==> config.mk <==
export PLATFORM = sky130hd
export DESIGN_NAME = lsu_bus_ctrl
export DESIGN_NICKNAME = d
export VERILOG_FILES = /design/src/rtl/lsu_bus_ctrl_pkg.sv /design/src/rtl/lsu_bus_ctrl_be_gen.sv /design/src/rtl/lsu_bus_ctrl.sv
export SDC_FILE = /design/constraint.sdc
export NUM_CORES = 1
export LEC_CHECK = 0
export ABC_AREA = 1
export CORE_ASPECT_RATIO = 1.2
export CORE_MARGIN = 4
export CORE_UTILIZATION = 32
export CTS_CLUSTER_DIAMETER = 150
export DETAILED_ROUTE_END_ITERATION = 8
export GPL_TIMING_DRIVEN = 0
export HOLD_SLACK_MARGIN = 0.02
export PLACE_DENSITY_LB_ADDON = 0.08
export SLEW_MARGIN = 25
export SYNTH_ARGS = -nofsm -noshare
export SYNTH_HDL_FRONTEND = slang
export SYNTH_SLANG_ARGS = --single-unit
==> constraint.sdc <==
create_clock -name clk -period 2.05 [get_ports clk]
set_input_delay 0.3075 -clock clk [delete_from_list [all_inputs] [get_ports clk]]
set_output_delay 0.3075 -clock clk [all_outputs]
set_load 0.01 [all_outputs]
### Cell classes on the final placement

Scale bar: 50 µm. Fill, decap, tap and diode cells in grey.
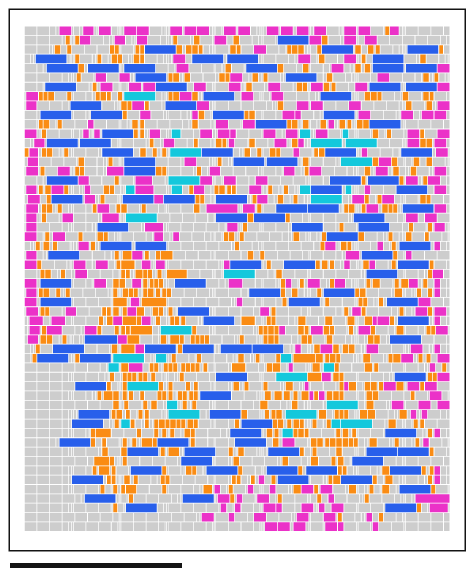
| class | colour | cells |
|---|---|---|
| sequential cells | blue | 121 |
| remaining buffers and delay cells | magenta | 259 |
| clock drivers and dummy loads | cyan | 32 |
| combinational and other logic | orange | 609 |
core utilization of the finished layout: 49.0%
core footprint: 0.0182 mm²
final design area excluding fillers: 0.00891 mm²

### Sequential cells grouped by signal name

Scale bar: 50 µm.
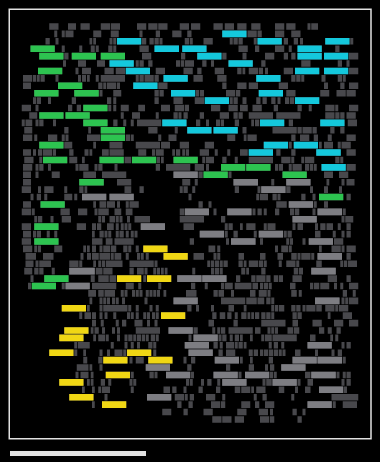
| netlist name | colour | sequential cells |
|---|---|---|
| `resp_rdata` | cyan | 32 |
| `cnt_q` | yellow | 16 |
| `addr_q` | green | 30 |
sequential standard cell area: 0.00303 mm²
register share of the cell area: 34.0%
sequential logic power: 3.24 mW

==> impl_metrics.json <==
{
  "synthesized_chip_area_reported_by_yosys_mm2": 0.00592,
  "area_of_the_mapped_netlist_mm2": 0.00592,
  "net_count_of_the_finished_layout": 1116,
  "final.min_clock_period_ps": 2040,
  "ff2ff_path_depth": 10,
  "buf_share_pct": 25.7,
  "drc": 0,
  "hpwl_mm": 14.4,
  "num-fill-cells": 1850,
  "detail_route.iter0.violations": 269,
  "pwr-share-seq_pct": 38.5,
  "final.setup.tns_ps": 0,
  "antenna-diode-count": 0,
  "ios": 213,
  "yosys-dominant-comb-family": "simple AND/OR/NAND/NOR gates",
  "run_status": "finished with violations",
  "clkbuf_count": 17,
  "fmax_mhz": 490,
  "finalWirelength_mm": 19.2,
  "cts_tree": "built",
  "timing.critical_path.slowest_stage_cell": "dfrtp_1",
  "largest_cell_class": "registers",
  "cts_sinks": 121,
  "netlist.area_leader.share_pct": 51.1,
  "synth.yosys.num_cells": 768,
  "timing.slew.headroom_pct": 59.4,
  "grt_busiest_layer": "met2",
  "cts.htree.levels": 4,
  "fp-row-count": 54,
  "postRouteAntennaNets": 0,
  "postSynthSeqShare_pct": 51.1,
  "post_cts.repair.setup_buffers": 7,
  "clock.latency.late_pin_ps": 420,
  "wl_met2_mm": 9.39,
  "total_switching_power_mw": 2.79,
  "num-nonclk-buffers": 259,
  "worst-r2r-setup-slack_ps": 150,
  "clock_area_share_pct": 6.11,
  "grtUsageMet1_pct": 23.0,
  "power_clock_mw": 2.76,
  "placed_cells": 1202,
  "drt-met1-wl_mm": 8.25,
  "hold_path_class": "input port to async pin",
  "die.size.y_um": 157,
  "postSynth.asyncResetShare_pct": 100,
  "buffer_cell_driving_the_clock_tree_root": "clkbuf_16",
  "yosysWarnings": 0,
  "finalClockSkew_ps": 6.41,
  "die_width_um": 132,
  "edf_count": 0,
  "sequential_cell_total": 121,
  "total_power_mw": 8.40,
  "well_taps": 224,
  "layout.cells.non_filler": 1245,
  "power.largest_group": "registers",
  "synthDistinctLibCells": 33,
  "p_comb_mw": 2.40,
  "flop_cell": "dfrtp_1",
  "postCtsResizedCells": 160,
  "max_stage_delay_ps": 410,
  "synth_flop_count": 121,
  "timing.setup.critical_path_class": "flop to primary output",
  "timing.critical_path.buf_inv": 3,
  "layout_top_cells_excl_fill_tap": "137 x inv_1, 135 x clkdlybuf4s50_1, 128 x nand2_1",
  "dieArea_mm2": 0.0208,
  "p_int_mw": 5.61,
  "worst_hold_slack_ps": -192,
  "first_global_vias": 5794,
  "inv_count": 140,
  "post-route-worst-setup-slack_ps": 10.7,
  "synth_compound_gate_area_share_pct": 12.6,
  "clock_power_share_pct": 32.9,
  "worstSetupStartpointType": "flop",
  "grt_pass1_wl_mm": 30.5,
  "critical_path.endpoint_type": "primary output",
  "rsz0062_at_grt": "yes",
  "placed_cell_area_mm2": 0.00831,
  "layout.comb_gates.multi_input": 469,
  "grt_start_max_net_pins": 64,
  "peakVddDrop_v": 0.000574,
  "layout-drive-gt1-share_pct": 13.7,
  "synth.area.top_cells": "dfrtp_1 51%, inv_1 8.8%, nand2_1 8.2%",
  "buffer_ports.inserted": 207,
  "syn2layout_area_growth_pct": 50.5,
  "post_drt_via_cell_ratio": 4.58,
  "post-synth-top-area-cell": "dfrtp_1",
  "syn-instance-count": 768,
  "final_common_cell": "inv_1",
  "grt_met2_usage_pct": 31.3,
  "worst_ep_arrival_time_ps": 1730,
  "fp-utilization_pct": 32.6,
  "grt_util_met3_pct": 5.47,
  "yosys.area_share.xor_xnor_pct": 0.592,
  "p_comb_share_pct": 28.6,
  "route.top_layer_used": "met4",
  "fa_ha_area_share_pct": 0.423,
  "violations": "negative hold slack",
  "cts.path.max_buffers": 2,
  "final-setup-viol-count": 0,
  "detailroute.wirelength.met3_mm": 1.23,
  "top_cell": "inv_1",
  "worstPathRequired_ps": 1740,
  "cp_cell_sequence": "buf_6, nor2_4, nand2_4, nor2_4, buf_8, nand2_4, o22ai_4, buf_6",
  "overflow": 0,
  "route.vias.total": 5705,
  "clk_pin_slew_worst_paths_ps": 60,
  "power_density_mw_per_mm2": 943,
  "synth.mux.area_fraction_pct": 0,
  "static_leakage_nw": 4.31,
  "top_cells_by_count": "139 x inv_1, 130 x nand2_1, 121 x dfrtp_1, 112 x nor2_1, 75 x o21ai_0",
  "avgSynthCellArea_um2": 7.71,
  "drtPass1Iterations": 4,
  "preCtsSetupSlack_ps": -519,
  "power_switching_share_pct": 33.2,
  "total_stage_count_of_the_critical_path": 8,
  "place_congestion": 0.853,
  "grtUsageTotal_pct": 18.6,
  "cts-buffers-inserted": 17,
  "crit_fanout": 3,
  "worst_pin_slew_ps": 609,
  "simple_gate_share_pct": 22.8,
  "number_of_antenna_violations_at_the_first_check_in_global_routing": 0,
  "cap_viol_max_count": 0,
  "log.warning_count": 32,
  "worst_path_dominant_cell_family": "flip-flops",
  "maxSlewViolCount": 0,
  "comb-cell-share_pct": 25.1,
  "combGateArea_mm2": 0.00224,
  "hold_viol": 58,
  "wl_per_cell_um": 15.4,
  "period_used_pct": 99.5
}
Power and IR drop assume default switching activity.
